Fig. 1: run 1, PDN straps and rails
Bar = 10 um. Pins as bars on the die edge. Tap cells in gray.
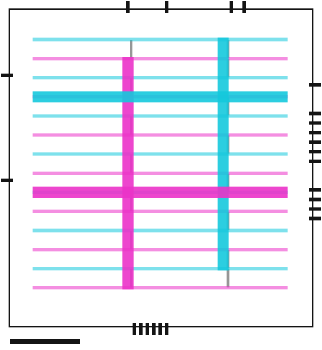
Fig. 2: run 1, placement by cell class
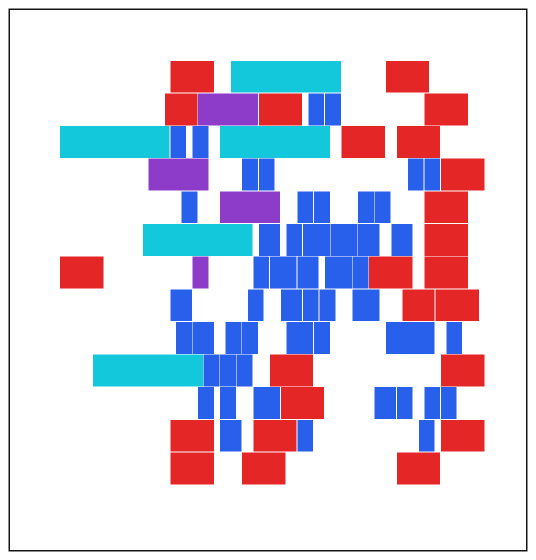
Fig. 3: run 1, clock distribution
Bar = 10 um.
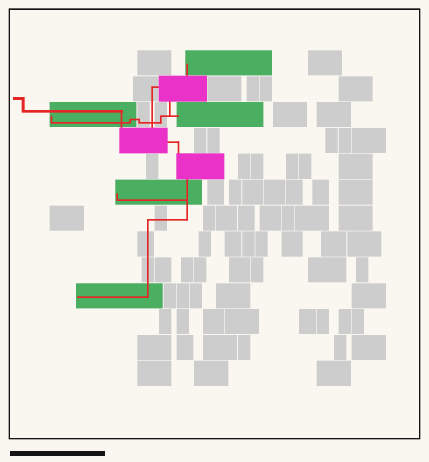
Fig. 4: run 1, signal wires by layer
Bar = 10 um. Two of the layers only.
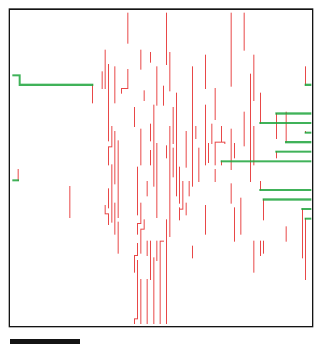
`src/rtl/fwd_stall_ctrl.sv`:
```
// Hazard resolution for the RV32I 5-stage pipe: EX operand forwarding selects,
// load-use stall, branch flush and external freeze. Macro HAZARD_PERF_EN adds perf counters.

`ifndef FROM_EX_RS1
`define FROM_EX_RS1 3'b001
`endif
`ifndef FROM_EX_RS2
`define FROM_EX_RS2 3'b010
`endif
`ifndef FROM_MEM_RS1
`define FROM_MEM_RS1 3'b011
`endif
`ifndef FROM_MEM_RS2
`define FROM_MEM_RS2 3'b100
`endif

module fwd_stall_ctrl #(
  parameter int unsigned FLUSH_CYCLES = 1
`ifdef HAZARD_PERF_EN
  , parameter int unsigned CNT_W = 32
`endif
) (
  input  logic       clk,
  input  logic       rst_n,
  input  logic       id_valid,
  input  logic [3:0] hazard_ex,
  input  logic [3:0] hazard_mem,
  input  logic       ex_is_load,
  input  logic       branch_taken,
  input  logic       stall_ext,
  output logic [1:0] fwd_rs1_sel,
  output logic [1:0] fwd_rs2_sel,
  output logic       pc_stall,
  output logic       ifid_stall,
  output logic       idex_bubble,
  output logic       ifid_flush,
  output logic       ex_hold
`ifdef HAZARD_PERF_EN
  , output logic [CNT_W-1:0] perf_stall_cnt
  , output logic [CNT_W-1:0] perf_flush_cnt
`endif
);

  localparam int unsigned CW = 3;
  localparam logic [2:0] C_EX_RS1  = `FROM_EX_RS1;
  localparam logic [2:0] C_EX_RS2  = `FROM_EX_RS2;
  localparam logic [2:0] C_MEM_RS1 = `FROM_MEM_RS1;
  localparam logic [2:0] C_MEM_RS2 = `FROM_MEM_RS2;
  localparam logic [1:0] SEL_RF  = 2'b00;
  localparam logic [1:0] SEL_EX  = 2'b01;
  localparam logic [1:0] SEL_MEM = 2'b10;

  typedef enum logic [1:0] {ST_RUN, ST_LU_STALL, ST_FLUSH} state_t;

  state_t        r_state, w_state_nxt;
  logic [CW-1:0] r_cnt, w_cnt_nxt;
  logic [1:0]    r_rs1_sel, r_rs2_sel, w_rs1_nxt, w_rs2_nxt, w_rs1_fwd, w_rs2_fwd;
  logic          w_pc_stall, w_ifid_stall, w_idex_bubble, w_ifid_flush, w_ex_hold;
  logic          w_lu_bubble, w_load_use, w_ex_ok;
  logic          w_ex_rs1, w_ex_rs2, w_mem_rs1, w_mem_rs2;

  // EX-side hazards only count in RUN; in LU_STALL the EX slot holds the bubble
  assign w_ex_ok    = (r_state == ST_RUN);
  assign w_ex_rs1   = hazard_ex[3]  && (hazard_ex[2:0]  == C_EX_RS1);
  assign w_ex_rs2   = hazard_ex[3]  && (hazard_ex[2:0]  == C_EX_RS2);
  assign w_mem_rs1  = hazard_mem[3] && (hazard_mem[2:0] == C_MEM_RS1);
  assign w_mem_rs2  = hazard_mem[3] && (hazard_mem[2:0] == C_MEM_RS2);
  assign w_load_use = id_valid && hazard_ex[3] && ex_is_load;

  always_comb begin
    w_rs1_fwd = SEL_RF;
    w_rs2_fwd = SEL_RF;
    if (id_valid) begin
      if (w_ex_ok && w_ex_rs1) w_rs1_fwd = SEL_EX;
      else if (w_mem_rs1)      w_rs1_fwd = SEL_MEM;
      if (w_ex_ok && w_ex_rs2) w_rs2_fwd = SEL_EX;
      else if (w_mem_rs2)      w_rs2_fwd = SEL_MEM;
    end
  end

  // Next state / control outputs, priority stall_ext > branch > load-use > forwarding
  always_comb begin
    w_state_nxt   = r_state;
    w_cnt_nxt     = r_cnt;
    w_rs1_nxt     = r_rs1_sel;
    w_rs2_nxt     = r_rs2_sel;
    w_pc_stall    = 1'b0;
    w_ifid_stall  = 1'b0;
    w_idex_bubble = 1'b0;
    w_ifid_flush  = 1'b0;
    w_ex_hold     = 1'b0;
    w_lu_bubble   = 1'b0;
    if (stall_ext) begin
      w_pc_stall   = 1'b1;
      w_ifid_stall = 1'b1;
      w_ex_hold    = 1'b1;
    end else if (branch_taken) begin
      w_ifid_flush  = 1'b1;
      w_idex_bubble = 1'b1;
      w_rs1_nxt     = SEL_RF;
      w_rs2_nxt     = SEL_RF;
      if (FLUSH_CYCLES <= 1) begin
        w_state_nxt = ST_RUN;
        w_cnt_nxt   = '0;
      end else begin
        w_state_nxt = ST_FLUSH;
        w_cnt_nxt   = CW'(FLUSH_CYCLES - 1);
      end
    end else begin
      case (r_state)
        ST_FLUSH: begin
          w_ifid_flush  = 1'b1;
          w_idex_bubble = 1'b1;
          w_rs1_nxt     = SEL_RF;
          w_rs2_nxt     = SEL_RF;
          w_cnt_nxt     = r_cnt - CW'(1);
          if (r_cnt <= CW'(1)) begin
            w_state_nxt = ST_RUN;
            w_cnt_nxt   = '0;
          end
        end
        ST_LU_STALL: begin
          w_state_nxt = ST_RUN;
          w_rs1_nxt   = w_rs1_fwd;
          w_rs2_nxt   = w_rs2_fwd;
        end
        default: begin
          if (w_load_use) begin
            w_pc_stall    = 1'b1;
            w_ifid_stall  = 1'b1;
            w_idex_bubble = 1'b1;
            w_lu_bubble   = 1'b1;
            w_state_nxt   = ST_LU_STALL;
            w_rs1_nxt     = SEL_RF;
            w_rs2_nxt     = SEL_RF;
          end else begin
            w_rs1_nxt = w_rs1_fwd;
            w_rs2_nxt = w_rs2_fwd;
          end
        end
      endcase
    end
  end

  always_ff @(posedge clk or negedge rst_n) begin
    if (!rst_n) begin
      r_state   <= ST_RUN;
      r_cnt     <= '0;
      r_rs1_sel <= SEL_RF;
      r_rs2_sel <= SEL_RF;
    end else begin
      r_state   <= w_state_nxt;
      r_cnt     <= w_cnt_nxt;
      r_rs1_sel <= w_rs1_nxt;
      r_rs2_sel <= w_rs2_nxt;
    end
  end

  // Control strobes act in the current cycle; reset must silence them immediately
  assign fwd_rs1_sel = r_rs1_sel;
  assign fwd_rs2_sel = r_rs2_sel;
  assign pc_stall    = rst_n & w_pc_stall;
  assign ifid_stall  = rst_n & w_ifid_stall;
  assign idex_bubble = rst_n & w_idex_bubble;
  assign ifid_flush  = rst_n & w_ifid_flush;
  assign ex_hold     = rst_n & w_ex_hold;

`ifdef HAZARD_PERF_EN
  logic [CNT_W-1:0] r_perf_stall, r_perf_flush;

  always_ff @(posedge clk or negedge rst_n) begin
    if (!rst_n) begin
      r_perf_stall <= '0;
      r_perf_flush <= '0;
    end else begin
      if (w_lu_bubble && (r_perf_stall != '1))  r_perf_stall <= r_perf_stall + CNT_W'(1);
      if (w_ifid_flush && (r_perf_flush != '1)) r_perf_flush <= r_perf_flush + CNT_W'(1);
    end
  end

  assign perf_stall_cnt = r_perf_stall;
  assign perf_flush_cnt = r_perf_flush;
`endif

endmodule

```
`config.mk`:
```
export PLATFORM = sky130hd
export DESIGN_NAME = fwd_stall_ctrl
export DESIGN_NICKNAME = d
export VERILOG_FILES = /design/src/rtl/fwd_stall_ctrl.sv
export SDC_FILE = /design/constraint.sdc
export NUM_CORES = 1
export LEC_CHECK = 0
export ABC_AREA = 1
export CAP_MARGIN = 25
export CORE_AREA = 3 3 40 42
export CTS_BUF_LIST = sky130_fd_sc_hd__clkbuf_8
export DETAILED_ROUTE_END_ITERATION = 16
export DIE_AREA = 0 0 43 45
export PLACE_DENSITY_LB_ADDON = 0.3
export SLEW_MARGIN = 15
export SYNTH_ARGS = -nofsm -noshare
export SYNTH_HDL_FRONTEND = slang
export SYNTH_SLANG_ARGS = --single-unit
```
`constraint.sdc`:
```
create_clock -name clk -period 2.49 [get_ports clk]
set_clock_uncertainty 0.2 [all_clocks]
set_input_delay 0.249 -clock clk [delete_from_list [all_inputs] [get_ports clk]]
set_output_delay 0.249 -clock clk [all_outputs]
set_load 0.02 [all_outputs]
```
==> ci_impl_report.md, run 1 <==
## Synthesis and layout report

| Metric | Value |
|---|---|
| Outcome | `finished, final reports clean` |
| GRT Overall Usage | `a little over a tenth` |
| Switching Share | `about 24%` |
| Overall Power | `between 0.2 and 0.3 mW` |
| Top class by area | `non-clock buffers` |
| Post-route insts no fill | `just under 100` |
| R2r setup slk | `roughly 1300 ps` |
| Leakage | `~0.32 nW` |
| Max cap viols | `0` |
| Comb area share | `28.6%` |
| Most numerous logic cells after layout | `22 x clkdlybuf4s50_1, 16 x nand2_1, 9 x inv_1` |
| CLK BUF | `3` |
| Combinational power share | `between 20 and 25%` |
| Area leader share | `around a third` |
| Top-count cell post-synth | `nand2_1` |
| Logic area | `186 sq um` |
| Tool warnings | `26` |
| Data required, critical path | `between 2000 and 2500 ps` |
| Cell Type Count | `14` |
| Final Hold Viols | `0` |
| Reg2reg end | `fwd_rs2_sel[1]$_DFFE_PN0N_` |
| Total Wirelength | `around 990 um` |
| Psw | `0.0721 mW` |
| Initial DRC Count | `4` |
| Postcts setup bufs | `0` |
| Flip-flops | `5` |
| Synth Area in Adders | `0%` |
| Startpoint types | `input pin` |
| Synth Area per Inst | `about 6.4 sq um` |
| Post-synthesis cell area | `372 sq um` |
| Achievable frequency | `~0.45 GHz` |
| Hold buffers post-CTS | `0` |
| CP Max Fanout | `3` |
| Max Transition Viols Final | `0` |
| Cell type with the largest total area | `dfrtp_1` |
| Io pins | `23` |
| Main logic family after synthesis | `simple AND/OR/NAND/NOR gates` |
| Largest net degree at the start of global routing | `8` |
| Number of buffers created by CTS | `3` |
| TAP cells | `15` |
| Seq/Total Area, Yosys | `roughly a third` |
| Grt ovf | `0` |
| Dpl cells | `around 95` |
| DR DRC count | `0` |
| Multi-In Gates | `about 40` |
| Inverter count | `11` |
| RD Place Congestion | `around 0.70` |
| Setup tns final | `0 ps` |
| WL met3 | `~63 um` |
| Grt met2 use | `19.8%` |
| Max VDD drop | `between 0.2 and 0.3 mV` |
| Buffers on Ports | `22` |
| DP HPWL | `815 um` |
| Top pwr grp | `clock` |
| Critical path depth in cells | `6` |
| Filler cells | `roughly 140` |
| Power Combinational | `around 0.067 mW` |
| ClkCell Share | `a little under 7%` |
| Clk buf depth | `2` |
| CP top delay family | `buffers and inverters` |
| Met1 Usage GRT | `a little over an eighth` |
| Worst Tran Pin Value | `~260 ps` |
| Crit-path slowest cell | `clkdlybuf4s50_1` |
| Chip area | `between 0.0015 and 0.002 sq mm` |
## Picture notes: Fig. 1
color	net
magenta	VSS
cyan	VDD
tap cells	15
met1 rails	14
signal pins	23
met5 straps	2
die y size: 45 um
die width: 43 um
Core ar.: 0.00128 sq mm

## Picture notes: Fig. 2
color	class	cells	share of their area
red	remaining buffers and delay cells	24	37%
blue	remaining logic cells	51	36%
cyan	registers	5	20%
purple	clock drivers and dummy loads	4	7.1%
fin area: 652 sq um
sequential cell area share: 19.2%
Util after Layout: 50.7%
Rows: 13

## Picture notes: Fig. 3
[green] flip-flops | count: 5
[red] clock wires | length: 85.8 um
[magenta] clock-net drivers | count: 3
routed clock nets	4
Clock power frac: 49.2%
clk ins delay skew pair: 220 ps
Clock Power: 0.146 mW

## Picture notes: Fig. 4
color	layer	wire length
red	M2	477 um
green	M3	63.2 um
drt wl/cell: 10.0 um
via count: 420

==> inputs of run 2 (changes only) <==
- HOLD_SLACK_MARGIN: default -> 0.06
- MAX_ROUTING_LAYER: default -> met4
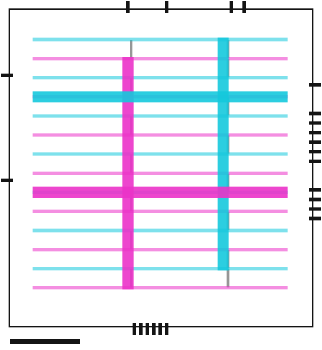
Fig. 5. PDN straps and rails (run 2).
Bar = 10 um. Pins as bars on the die edge. Tap cells in gray.
color	net
cyan	VDD
magenta	VSS
met5 straps	2
met4 straps	2
met1 rails	14
tap cells	15
signal pins	23

==> run 2 against run 1 <==
Sequential share of layout area is the same. Critical path depth is the same. Global-route usage grew 0.33 points. Hold slack is the same. Largest cell class unchanged. Clock power is essentially flat. Cell area is the same. Non-clock buffer count is the same. First-iteration DRC count is the same. Synthesized cell count is the same. Setup slack is the same.
==> ci_impl_report.md, run 2 <==
## Synthesis and layout report

| Metric | Value |
|---|---|
| Outcome | `finished, final reports clean` |
| Data required, critical path | `around 2000 ps` |
| Main logic family after synthesis | `simple AND/OR/NAND/NOR gates` |
| Synthesized instance count | `58` |
| Chip area | `0.00194 sq mm` |
| ClkCell Share | `6.91%` |
| First-pass GRT wire length | `about 1600 um` |
| Area leader share | `between 30% and 40%` |
| Floorplan Nets | `72` |
| Dpl cells | `95` |
| Total Wirelength | `992 um` |
| Combinational power share | `between 20% and 30%` |
| Highest routed layer | `met3` |
| Post-synthesis cell area | `372 sq um` |
| DR DRC count | `0` |
| Max cap viols | `0` |
| Clock Power | `approximately 0.15 mW` |
| Io pins | `23` |
| Critical path depth in cells | `6` |
| Top pwr grp | `clock` |
| Initial DRC Count | `4` |
| Final min period | `between 2000 and 2500 ps` |
| Clk buf depth | `2` |
| DP Worst Slack | `~260 ps` |
| Rows | `13` |
| Tool warnings | `26` |
| Power Combinational | `0.0671 mW` |
| Overall Power | `0.297 mW` |
| Reg clk slew, reported paths | `around 40 ps` |
| Largest net degree at the start of global routing | `8` |
| Met3 Use GR | `under 10%` |
| Final #Nets | `99` |
| Clock power frac | `49.2%` |
| Post-synth EDFFs | `0` |
| Synth Area in Adders | `0%` |
| Cell type with the largest total area | `dfrtp_1` |
| Arrival time at the worst endpoint | `roughly 1800 ps` |
| Comb area share | `28.6%` |
| Post-layout period usage | `89.5%` |
| Seq. pwr | `approximately 0.084 mW` |
| Ys async rst share | `100%` |
| Psw | `0.0721 mW` |
| FP Core Util | `between 20% and 30%` |
| Switching Share | `between 20% and 30%` |
| Filler cells | `136` |
| Worst Path Buf+Inv | `3` |
| Util after Layout | `roughly half` |
| Core ar. | `~0.0013 sq mm` |
| Yosys Instances | `58` |
| Crit. Startpoint | `id_valid` |
| Worst Reg-to-Reg Cells | `6` |
| Setup slack after layout | `262 ps` |
| Fin area | `652 sq um` |
| Met1 Usage GRT | `13.2%` |
| CP top delay family | `buffers and inverters` |
| Main synth FF type | `dfrtp_1` |
| Most numerous logic cells after layout | `22 x clkdlybuf4s50_1, 16 x nand2_1, 9 x inv_1` |
| Die width | `43 um` |
| CP cell instances | `clkdlybuf4s50_1 > inv_2 > nor2_2 > nand2_2 > o21ai_1 > clkdlybuf4s50_1` |
| Simple-gate share of the synthesized area | `between 40% and 50%` |
| Hold Crit Class | `input pin to async pin` |
| YS warnings | `0` |
| GRT Overall Usage | `11.2%` |
| TAP cells | `15` |
| Grt ovf | `0` |
| Inverter count | `11` |
| Reg2reg end | `fwd_rs2_sel[1]$_DFFE_PN0N_` |
| Die y size | `~45 um` |
| Cell area leaders | `dfrtp_1 34%, nand2_1 16%, inv_1 8.1%` |
| Postcts setup bufs | `0` |
| Clk ins delay skew pair | `220 ps` |
| Placed standard-cell area | `approximately 610 sq um` |
| Seq/Total Area, Yosys | `33.7%` |
| Root Buffer | `clkbuf_8` |
| Sequential Area | `approximately 130 sq um` |
| Post-route insts no fill | `99` |
| CLK BUF | `3` |
| Sequential cell area share | `a little under a fifth` |
| Startpoint types | `input pin` |
| Drt wl/cell | `~10 um` |
| WL met3 | `around 63 um` |
| Setup tns final | `0 ps` |
| Flip-flops | `5` |
| Top-count cell post-synth | `nand2_1` |
| Clock Sinks | `5` |
| Leakage | `around 0.32 nW` |
| Sequential power share | `around 28%` |
| Grt met2 use | `19.8%` |
| Crit-path slowest cell | `clkdlybuf4s50_1` |
| Multi-In Gates | `40` |
| Hold buffers post-CTS | `0` |
| Achievable frequency | `0.449 GHz` |
| Max Transition Viols Final | `0` |
| Cell Type Count | `14` |
| R2r setup slk | `1320 ps` |
| Layout area overhead | `75.4%` |
| Cell Int Power | `~0.22 mW` |
| Logic area | `around 190 sq um` |
| Layout cells sized above 1 | `between 10% and 20%` |
| Via count | `420` |
| Slew HR | `approximately 83%` |
| Buffers on Ports | `22` |
| Max VDD drop | `~0.28 mV` |
| CTS tree | `done` |
| Synth Area per Inst | `about 6.4 sq um` |
| Hold Worst Slack | `67.9 ps` |
| Number of buffers created by CTS | `3` |
| Global routing's busiest layer | `met2` |
| Post-cts resize count | `0` |
| MUX share of area | `0%` |
| Detail Route Antenna Nets | `0` |
| Complex Gates by Area | `5.39%` |
| Top class by area | `non-clock buffers` |
| Slowest Stage Delay on Critical Path | `620 ps` |
| Post-synth top cells | `16 x nand2_1, 8 x inv_1, 7 x nor2_1` |
| Initial antenna violation count | `0` |
| CP Max Fanout | `3` |
| Worst Tran Pin Value | `~260 ps` |
| DP HPWL | `815 um` |
| H-tree levels | `1` |
| RD Place Congestion | `about 0.71` |
| Mean number of vias per cell | `between 4 and 5` |
| Final Hold Viols | `0` |
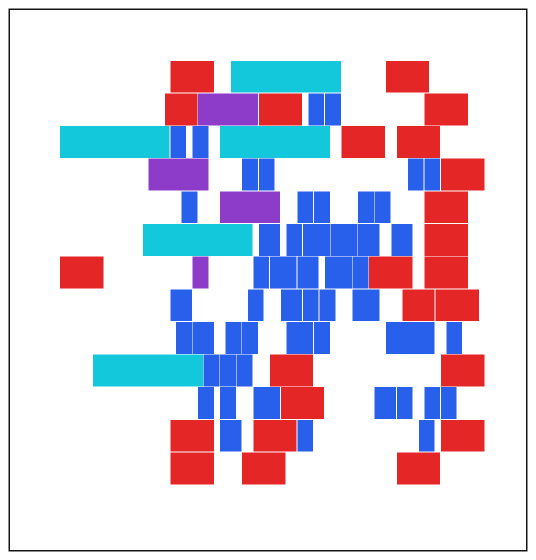
Fig. 6. Placement by cell class (run 2).
color	class	cells	share of their area
purple	clock drivers and dummy loads	4	7.1%
cyan	registers	5	20%
red	remaining buffers and delay cells	24	37%
blue	remaining logic cells	51	36%

==> inputs of run 3 (changes only) <==
- PLACE_DENSITY_LB_ADDON: 0.3 -> 0.15
- clock period: 2.49 -> 2.82 ns (I/O delays scaled with it)
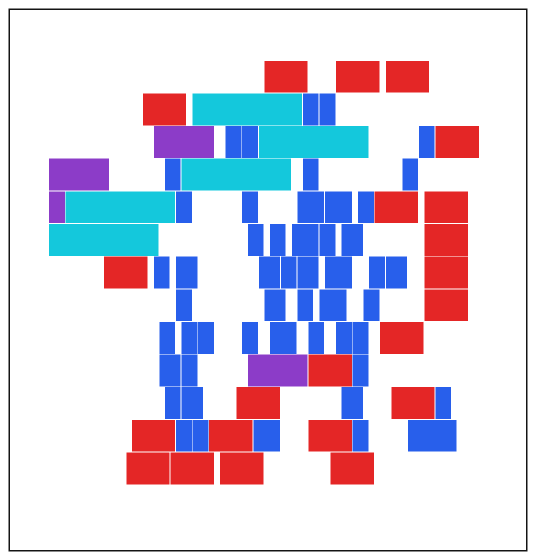
Fig. 7. Placement by cell class (run 3).
color	class	cells	share of their area
cyan	registers	5	20%
red	remaining buffers and delay cells	22	36%
purple	clock drivers and dummy loads	4	7.3%
blue	remaining logic cells	51	37%

==> run 3 against run 2 <==
Final cell count shrank 2.0%. Non-clock buffer count down 2. First-iteration DRC count did not move. Critical path depth down 1. Synthesized area did not move. Sequential cell count did not move. Largest power group unchanged. Count of clock-buffer cells in the layout unchanged.
==> ci_impl_report.md, run 3 <==
## Synthesis and layout report

| Metric | Value |
|---|---|
| Clock power frac | `between 40% and 50%` |
| DR DRC count | `0` |
| CLK BUF | `3` |
| Most numerous logic cells after layout | `22 x clkdlybuf4s50_1, 16 x nand2_1, 9 x inv_1` |
| Hold Crit Class | `input pin to async pin` |
| ClkCell Share | `under 10%` |
| RD Place Congestion | `roughly 0.72` |
| Met3 Use GR | `3.98%` |
| Rows | `13` |
| Dpl cells | `93` |
| Largest net degree at the start of global routing | `9` |
| Slowest Stage Delay on Critical Path | `between 600 and 700 ps` |
| CP top delay family | `buffers and inverters` |
| Grt ovf | `0` |
| Crit-path slowest cell | `clkdlybuf4s50_1` |
| Initial antenna violation count | `0` |
| Critical path depth in cells | `5` |
| Top-count cell post-synth | `nand2_1` |
| Grt met2 use | `about a fifth` |
| GRT Overall Usage | `a little under an eighth` |
| Final Hold Viols | `0` |
| Achievable frequency | `0.426 GHz` |
| Via count | `423` |
| Setup slack after layout | `472 ps` |
| Final #Nets | `between 90 and 100` |
| Top pwr grp | `clock` |
| Startpoint types | `input pin` |
| Worst Path Buf+Inv | `3` |
| Clk buf depth | `2` |
| WL met3 | `74 um` |
| R2r setup slk | `~1700 ps` |
| Chip area | `between 0.0015 and 0.002 sq mm` |
| CP Max Fanout | `8` |
| Logic area | `between 150 and 200 sq um` |
| Multi-In Gates | `about 40` |
| Fin area | `about 640 sq um` |
| Die y size | `45 um` |
| Power Combinational | `0.0570 mW` |
| Yosys Instances | `approximately 58` |
| Setup tns final | `0 ps` |
| Max VDD drop | `between 0.2 and 0.3 mV` |
| Outcome | `finished, final reports clean` |
| Psw | `0.0647 mW` |
| Overall Power | `roughly 0.26 mW` |
| Final min period | `about 2300 ps` |
| Arrival time at the worst endpoint | `1870 ps` |
| Die width | `roughly 43 um` |
| Post-layout period usage | `83.3%` |
| Drt wl/cell | `slightly below 10 um` |
| Cell area leaders | `dfrtp_1 34%, nand2_1 16%, inv_1 8.1%` |
| Worst Tran Pin Value | `393 ps` |
| Switching Share | `24.8%` |
| Tool warnings | `26` |
| Crit. Startpoint | `stall_ext` |
| Comb area share | `approximately 29%` |
| Mean number of vias per cell | `~4.4` |
| Filler cells | `roughly 140` |
| Clk ins delay skew pair | `220 ps` |
| Seq/Total Area, Yosys | `33.7%` |
| Sequential Area | `125 sq um` |
| Util after Layout | `between 40 and 50%` |
| YS warnings | `0` |
| Simple-gate share of the synthesized area | `44.8%` |
| Layout cells sized above 1 | `roughly 16%` |
| Io pins | `23` |
| Post-synth top cells | `16 x nand2_1, 8 x inv_1, 7 x nor2_1` |
| Core ar. | `between 0.001 and 0.0015 sq mm` |
| Reg clk slew, reported paths | `~40 ps` |
| Clock Sinks | `5` |
| Floorplan Nets | `72` |
| Cell Type Count | `14` |
| Max cap viols | `0` |
| Post-synthesis cell area | `372 sq um` |
| FP Core Util | `between 20 and 30%` |
| Layout area overhead | `71.4%` |
| First-pass GRT wire length | `around 1700 um` |
| Max Transition Viols Final | `0` |
| Post-route insts no fill | `a little under 100` |
| Root Buffer | `clkbuf_8` |
| Seq. pwr | `0.0740 mW` |
| Data required, critical path | `approximately 2300 ps` |
| Worst Reg-to-Reg Cells | `6` |
| Main logic family after synthesis | `simple AND/OR/NAND/NOR gates` |
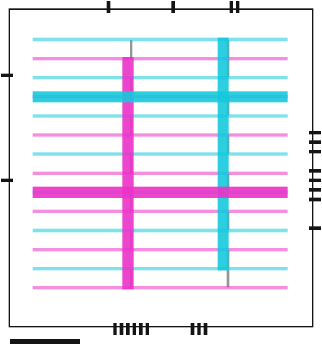
Fig. 8. PDN straps and rails (run 3).
Bar = 10 um. Pins as bars on the die edge. Tap cells in gray.
color	net
cyan	VDD
magenta	VSS
met4 straps	2
tap cells	15
signal pins	23
rows	13
met1 rails	14

Power is estimated from default activity; no workload was simulated.
